**src/rtl/sinc3_decimator.sv**
```systemverilog
// sinc3_decimator: keeps every OSR-th sinc^3 output, drops settling samples,
// rescales to OUT_W with rounding/saturation and buffers them in a small FIFO.
module sinc3_decimator #(
  parameter  int OSR   = 16,
  parameter  int OUT_W = 16,
  parameter  int DROP  = 2,
  parameter  int DEPTH = 4,
  localparam int IN_W  = 3*$clog2(OSR)+1,
  localparam int LW    = $clog2(DEPTH)+1
) (
  input  logic                    clk,
  input  logic                    rst_n,
  input  logic                    in_en,
  input  logic signed [IN_W-1:0]  in_data,
  input  logic                    sync,
  output logic signed [OUT_W-1:0] out_data,
  output logic                    out_valid,
  input  logic                    out_ready,
  output logic [LW-1:0]           level,
  output logic                    overflow,
  input  logic                    ovf_clr
);

  localparam int PW = $clog2(OSR);
  localparam int AW = $clog2(DEPTH);
  localparam logic [PW-1:0] PH_LAST = PW'(OSR-1);
  localparam logic [3:0]    DROP_V  = 4'(DROP);
  localparam logic [LW-1:0] FULL_V  = LW'(DEPTH);

  logic [PW-1:0]           phase_q, phase_d;
  logic [3:0]              drop_q, drop_d;
  logic signed [IN_W-1:0]  cap_q, cap_d;
  logic                    cap_vld_q, cap_vld_d;
  logic signed [OUT_W-1:0] scl_q, scl_d, scl_val;
  logic                    scl_vld_q, scl_vld_d;
  logic [OUT_W-1:0]        mem_q [DEPTH];
  logic [OUT_W-1:0]        mem_d [DEPTH];
  logic [AW-1:0]           wr_q, wr_d, rd_q, rd_d;
  logic [LW-1:0]           lvl_q, lvl_d;
  logic                    ovf_q, ovf_d;
  logic                    hit, push, pop, full, accept;

  // Phase tracking, settling drop and decimated sample capture.
  always_comb begin
    hit       = in_en && (phase_q == PH_LAST);
    phase_d   = phase_q;
    drop_d    = drop_q;
    cap_d     = cap_q;
    cap_vld_d = 1'b0;
    if (sync) begin
      phase_d = '0;
      drop_d  = DROP_V;
    end else begin
      if (in_en) phase_d = phase_q + 1'b1;
      if (hit) begin
        if (drop_q != '0) begin
          drop_d = drop_q - 1'b1;
        end else begin
          cap_d     = in_data;
          cap_vld_d = 1'b1;
        end
      end
    end
  end

  generate
    if (OUT_W >= IN_W) begin : g_widen
      // Widening is exact: sign-extend and left-justify.
      always_comb begin
        scl_val = OUT_W'(cap_q) <<< (OUT_W-IN_W);
      end
    end else begin : g_narrow
      localparam int S = IN_W-OUT_W;
      localparam logic signed [IN_W:0] RND  = (IN_W+1)'(2**(S-1));
      localparam logic signed [IN_W:0] MAXV = (IN_W+1)'(2**(OUT_W-1)-1);
      localparam logic signed [IN_W:0] MINV = (IN_W+1)'(-(2**(OUT_W-1)));
      logic signed [IN_W:0] sum;
      logic signed [IN_W:0] sh;
      // Round half up with one guard bit, then clamp to the output range.
      always_comb begin
        sum = $signed({cap_q[IN_W-1], cap_q}) + RND;
        sh  = sum >>> S;
        if (sh > MAXV)      scl_val = MAXV[OUT_W-1:0];
        else if (sh < MINV) scl_val = MINV[OUT_W-1:0];
        else                scl_val = sh[OUT_W-1:0];
      end
    end
  endgenerate

  // Scaled sample register between capture and FIFO write.
  always_comb begin
    scl_d     = scl_q;
    scl_vld_d = cap_vld_q;
    if (cap_vld_q) scl_d = scl_val;
  end

  // Front-end state registers.
  always_ff @(posedge clk or negedge rst_n) begin
    if (!rst_n) begin
      phase_q   <= '0;
      drop_q    <= DROP_V;
      cap_q     <= '0;
      cap_vld_q <= 1'b0;
      scl_q     <= '0;
      scl_vld_q <= 1'b0;
    end else begin
      phase_q   <= phase_d;
      drop_q    <= drop_d;
      cap_q     <= cap_d;
      cap_vld_q <= cap_vld_d;
      scl_q     <= scl_d;
      scl_vld_q <= scl_vld_d;
    end
  end

  // FIFO next state; a full push only lands if the head leaves this edge.
  always_comb begin
    push   = scl_vld_q;
    pop    = (lvl_q != '0) && out_ready;
    full   = (lvl_q == FULL_V);
    accept = push && (!full || pop);
    mem_d  = mem_q;
    wr_d   = wr_q;
    rd_d   = rd_q;
    if (accept) begin
      mem_d[wr_q] = scl_q;
      wr_d        = wr_q + 1'b1;
    end
    if (pop) rd_d = rd_q + 1'b1;
    lvl_d = lvl_q + LW'(accept) - LW'(pop);
    ovf_d = (push && full && !pop) || (ovf_q && !ovf_clr);
  end

  // FIFO storage, pointers, occupancy and sticky overflow.
  always_ff @(posedge clk or negedge rst_n) begin
    if (!rst_n) begin
      for (int i = 0; i < DEPTH; i++) mem_q[i] <= '0;
      wr_q  <= '0;
      rd_q  <= '0;
      lvl_q <= '0;
      ovf_q <= 1'b0;
    end else begin
      mem_q <= mem_d;
      wr_q  <= wr_d;
      rd_q  <= rd_d;
      lvl_q <= lvl_d;
      ovf_q <= ovf_d;
    end
  end

  assign out_valid = (lvl_q != '0);
  assign out_data  = out_valid ? mem_q[rd_q] : '0;
  assign level     = lvl_q;
  assign overflow  = ovf_q;

endmodule

```
**config.mk**
```make
export PLATFORM = sky130hd
export DESIGN_NAME = sinc3_decimator
export DESIGN_NICKNAME = d
export VERILOG_FILES = /design/src/rtl/sinc3_decimator.sv
export SDC_FILE = /design/constraint.sdc
export NUM_CORES = 1
export LEC_CHECK = 0
export ABC_AREA = 1
export CAP_MARGIN = 5
export CORE_UTILIZATION = 57
export DETAILED_ROUTE_END_ITERATION = 6
export PLACE_DENSITY = 0.79
export SLEW_MARGIN = 20
export SYNTH_ARGS = -nofsm -noshare
export SYNTH_HDL_FRONTEND = slang
export SYNTH_SLANG_ARGS = --single-unit
```
**constraint.sdc**
```tcl
create_clock -name clk -period 2.6 [get_ports clk]
set_input_delay 0.52 -clock clk [delete_from_list [all_inputs] [get_ports clk]]
set_output_delay 0.52 -clock clk [all_outputs]
set_load 0.02 [all_outputs]
```
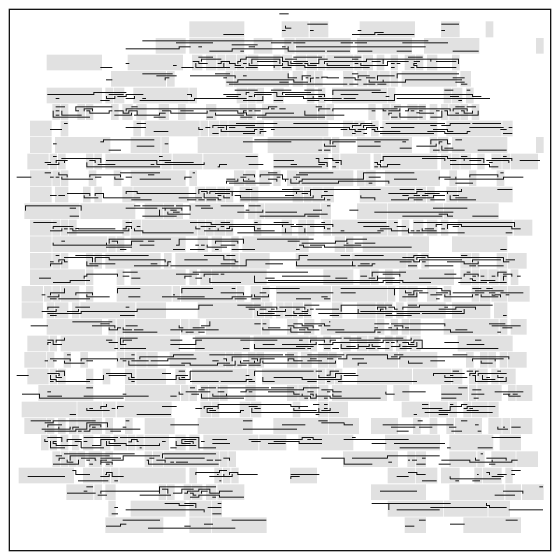
(M1 wires)
Cells faint in the background.
nets with wire on the layer: 488
main direction: horizontal
longest straight run: 46.9 um
share of all routed wire: 48%
wire length on this layer: 3980 um
met1 usage in global routing: 33.6%
overall routed net length: 8340 um
Via Count: 3244

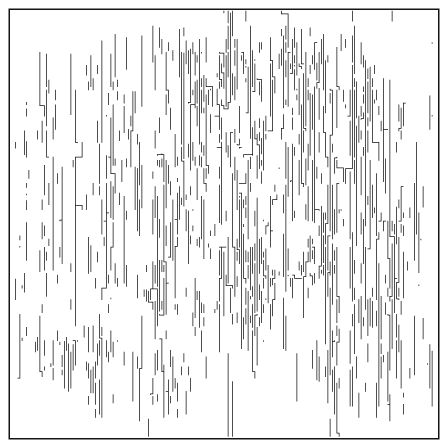
(met2 routing)
nets with wire on the layer: 415
longest straight run: 35.0 um
wire length on this layer: 3870 um
share of all routed wire: 46%
M2 GR Usage: 37.7%

==> results.rst <==
Run summary
-----------

.. list-table::
   :header-rows: 1

   * - Metric
     - Value
   * - Result of the run
     - complete, no violations
   * - Area post-placement
     - 4690 um2
   * - Final ANT Viol Nets
     - 0
   * - Tightest slew margin relative to the limit
     - 53.8%
   * - Dominant register cell
     - sky130_fd_sc_hd__dfrtp_1
   * - H-tree level count
     - 3
   * - CTS tree
     - built
   * - Worst hold path class
     - input port to asynchronous set/reset pin
   * - Register area share after synthesis
     - 55.9%
   * - Number of distinct library cells after synthesis
     - 29
   * - Clock-pin slew of the registers on the worst-case setup and hold paths
     - 90 ps
   * - Largest stage delay, worst path
     - 610 ps
   * - Time the final worst path needs with I/O delays and setup
     - 2500 ps
   * - Core region area
     - 7290 um2
   * - Final total negative setup slack
     - 0 ps
   * - Final Instance Count excl. Fillers
     - 622
   * - Final core utilization
     - 67.9%
   * - Number of cell rows
     - 31
   * - CTS sink count
     - 96
   * - Pins over their slew limit
     - 0
   * - Setup crit end kind
     - output pin
   * - Count of TritonRoute iterations in the first routing pass
     - 4
   * - Buffers and inverters on the worst path
     - 2
   * - Clock root cell
     - sky130_fd_sc_hd__clkbuf_8
   * - Initial antenna violation count
     - 0
   * - Final worst path period share
     - 96.1%
   * - Portion of total power attributed to combinational logic
     - 33.8%
   * - CTS Buf Count
     - 9
   * - Post-synthesis sequential element count
     - 96
   * - Area figure in the yosys stat output
     - 4300 um2
   * - Count of warnings emitted by yosys
     - 0
   * - Pin count of the biggest net entering global routing
     - 55
   * - Clock share of power
     - 27.2%
   * - Number of cells in the yosys synthesis report
     - 486
   * - Worst-path cell with the longest stage delay
     - sky130_fd_sc_hd__clkdlybuf4s50_1
   * - Die Y-Extent
     - 88.9 um
   * - Final HPWL DP
     - 5410 um
   * - Average wire per cell in the routed design
     - 13.4 um
   * - Max Cap Viol
     - 0
   * - Die Area
     - 7900 um2
   * - Fmax
     - 400 MHz
   * - Required time worst endpoint
     - 2080 ps
   * - Sw Ratio
     - 34.3%
   * - Cells after Synth
     - 486
   * - Fin area
     - 4950 um2
   * - Leak
     - 2.42 nW
   * - Most frequent standard cell in the layout excluding fill and tap cells
     - sky130_fd_sc_hd__nand2_1
   * - Final weighted congestion of routability-driven global placement
     - 0.754
   * - Wire length of the first global-routing pass
     - 14000 um
   * - Top cells excl fill/tap
     - 125 x sky130_fd_sc_hd__nand2_1, 94 x sky130_fd_sc_hd__dfrtp_1, 91 x sky130_fd_sc_hd__o21ai_0, 60 x sky130_fd_sc_hd__nor2_1, 29 x sky130_fd_sc_hd__inv_1
   * - Top-level I/O count
     - 40
   * - Number of nets in the final layout
     - 546
   * - FFs w/ async S/R, synth
     - 100%
   * - Hold WS
     - 148 ps
   * - Transition at the pin with the smallest max-transition slack
     - 692 ps
   * - Number of hold violations in the final report
     - 0
   * - Count of flip-flops with a built-in enable after synthesis
     - 0
   * - Die Width
     - 88.9 um
   * - Worst Path Arrival
     - 1980 ps
   * - Share of layout cells above drive strength 1
     - 8.22%
   * - Seq pwr share
     - 39.0%
   * - Clock insertion delay at the later pin of the skew report
     - 360 ps
   * - Tool warning count
     - 29
   * - Synthesized cell area
     - 4300 um2
   * - Category of the most critical setup path
     - flip-flop to output pin
   * - Drt initial violations
     - 321
   * - Remaining routing DRC violations
     - 0
   * - Input/output buffers
     - 36
   * - Setup violation total in the final timing report
     - 0
   * - Antenna fix cells
     - 0
   * - IR drop worst, VDD
     - 0.385 mV
   * - Number of vias per cell
     - 5.22
## logic make-up (layout without fill, tap and decap cells)
kind of cell	count (synthesis)	after routing	share of synthesized area, %
AOI/OAI and AO/OA	113	113	13.2
adders and majority gates	9	9	2.79
xor gates and xnor gates	4	4	0.815
buffers and inverters	57	92	6.72
other	1	3	0.0872
and+or+nand+nor	206	206	20.5
DFF	96	96	55.9
## routing by layer
metal	track usage (%)	vias up	routed length (um)
met5	0	-	0
li1	-	1611	-
met2	37.7	79	3870
met3	4.57	12	356
met1	33.6	1542	3980
met4	8.06	0	129
## metrics by stage
step                      setup slack, ps  power, mW
after global routing                 16.9       4.33
after detailed placement              172       3.06
after CTS                            10.0       4.13
after global placement                217       3.03
after floorplan                       420       2.49
final                                 103       4.10
## layout make-up
cell class	instances	area [um2]	share of cell area (%)
Sequential cell	96	2400	48.6
Multi-Input combinational cell	335	1620	32.7
Timing Repair Buffer	43	430	8.70
Clock buffer	11	151	3.06
Inverter	33	131	2.65
Tap cell	99	124	2.50
Clock inverter	5	86.3	1.74
## power groups by stage
stage	clock network, mW	logic [mW]	registers, mW
finish	1.12	1.39	1.60
global route	1.21	1.52	1.61
CTS	1.14	1.40	1.59
detailed placement	0	1.44	1.62
global placement	0	1.41	1.62
floorplan	0	0.844	1.64
## timing repair
action,4_1_cts,5_1_grt
cloned,0,0
hold buffers,0,0
setup endpoints to repair,7,7
gates resized,7,8
## cell usage after synthesis, types with 2 or more instances
library cell	number	area [um2]
sky130_fd_sc_hd__buf_4	9	67.6
sky130_fd_sc_hd__nand2_1	125	469
sky130_fd_sc_hd__nor2_2	3	18.8
sky130_fd_sc_hd__nand2_4	2	22.5
sky130_fd_sc_hd__ha_1	8	100
sky130_fd_sc_hd__nand2_2	2	12.5
sky130_fd_sc_hd__xnor2_1	2	17.5
sky130_fd_sc_hd__buf_2	9	45.0
sky130_fd_sc_hd__nand3_1	5	25.0
sky130_fd_sc_hd__dfrtp_1	95	2380
sky130_fd_sc_hd__o21ai_1	5	25.0
sky130_fd_sc_hd__xor2_1	2	17.5
sky130_fd_sc_hd__inv_1	29	109
sky130_fd_sc_hd__nor2_1	60	225
sky130_fd_sc_hd__clkbuf_1	3	11.3
sky130_fd_sc_hd__nand4_1	3	18.8
sky130_fd_sc_hd__o21ai_0	91	455
sky130_fd_sc_hd__inv_2	3	11.3
sky130_fd_sc_hd__a21oi_1	17	85.1
sky130_fd_sc_hd__nand3_4	4	70.1
## path summary, 6_finish.rpt
kind	startpoint	to	slack, ps	cells after the start
max in group asynchronous	rst_n	mem_q[61]	1770	2
hold / removal	rst_n	level[2]	150	1
setup / recovery	rd_q[1]	out_data[4]	100	5
setup reg to reg	level[1]	level[1]	610	10
min in group clk	drop_q[1]	drop_q[1]	470	2
hold reg to reg	drop_q[1]	drop_q[1]	470	2
## sequential cells by signal, indices dropped and copies added, names as in the netlist, 2 cells and up
signal   count
scl_q       13
wr_q         2
phase_q      4
mem_q       52
drop_q       4
cap_q       13
level        3
rd_q         2
Power and IR drop assume default switching activity.
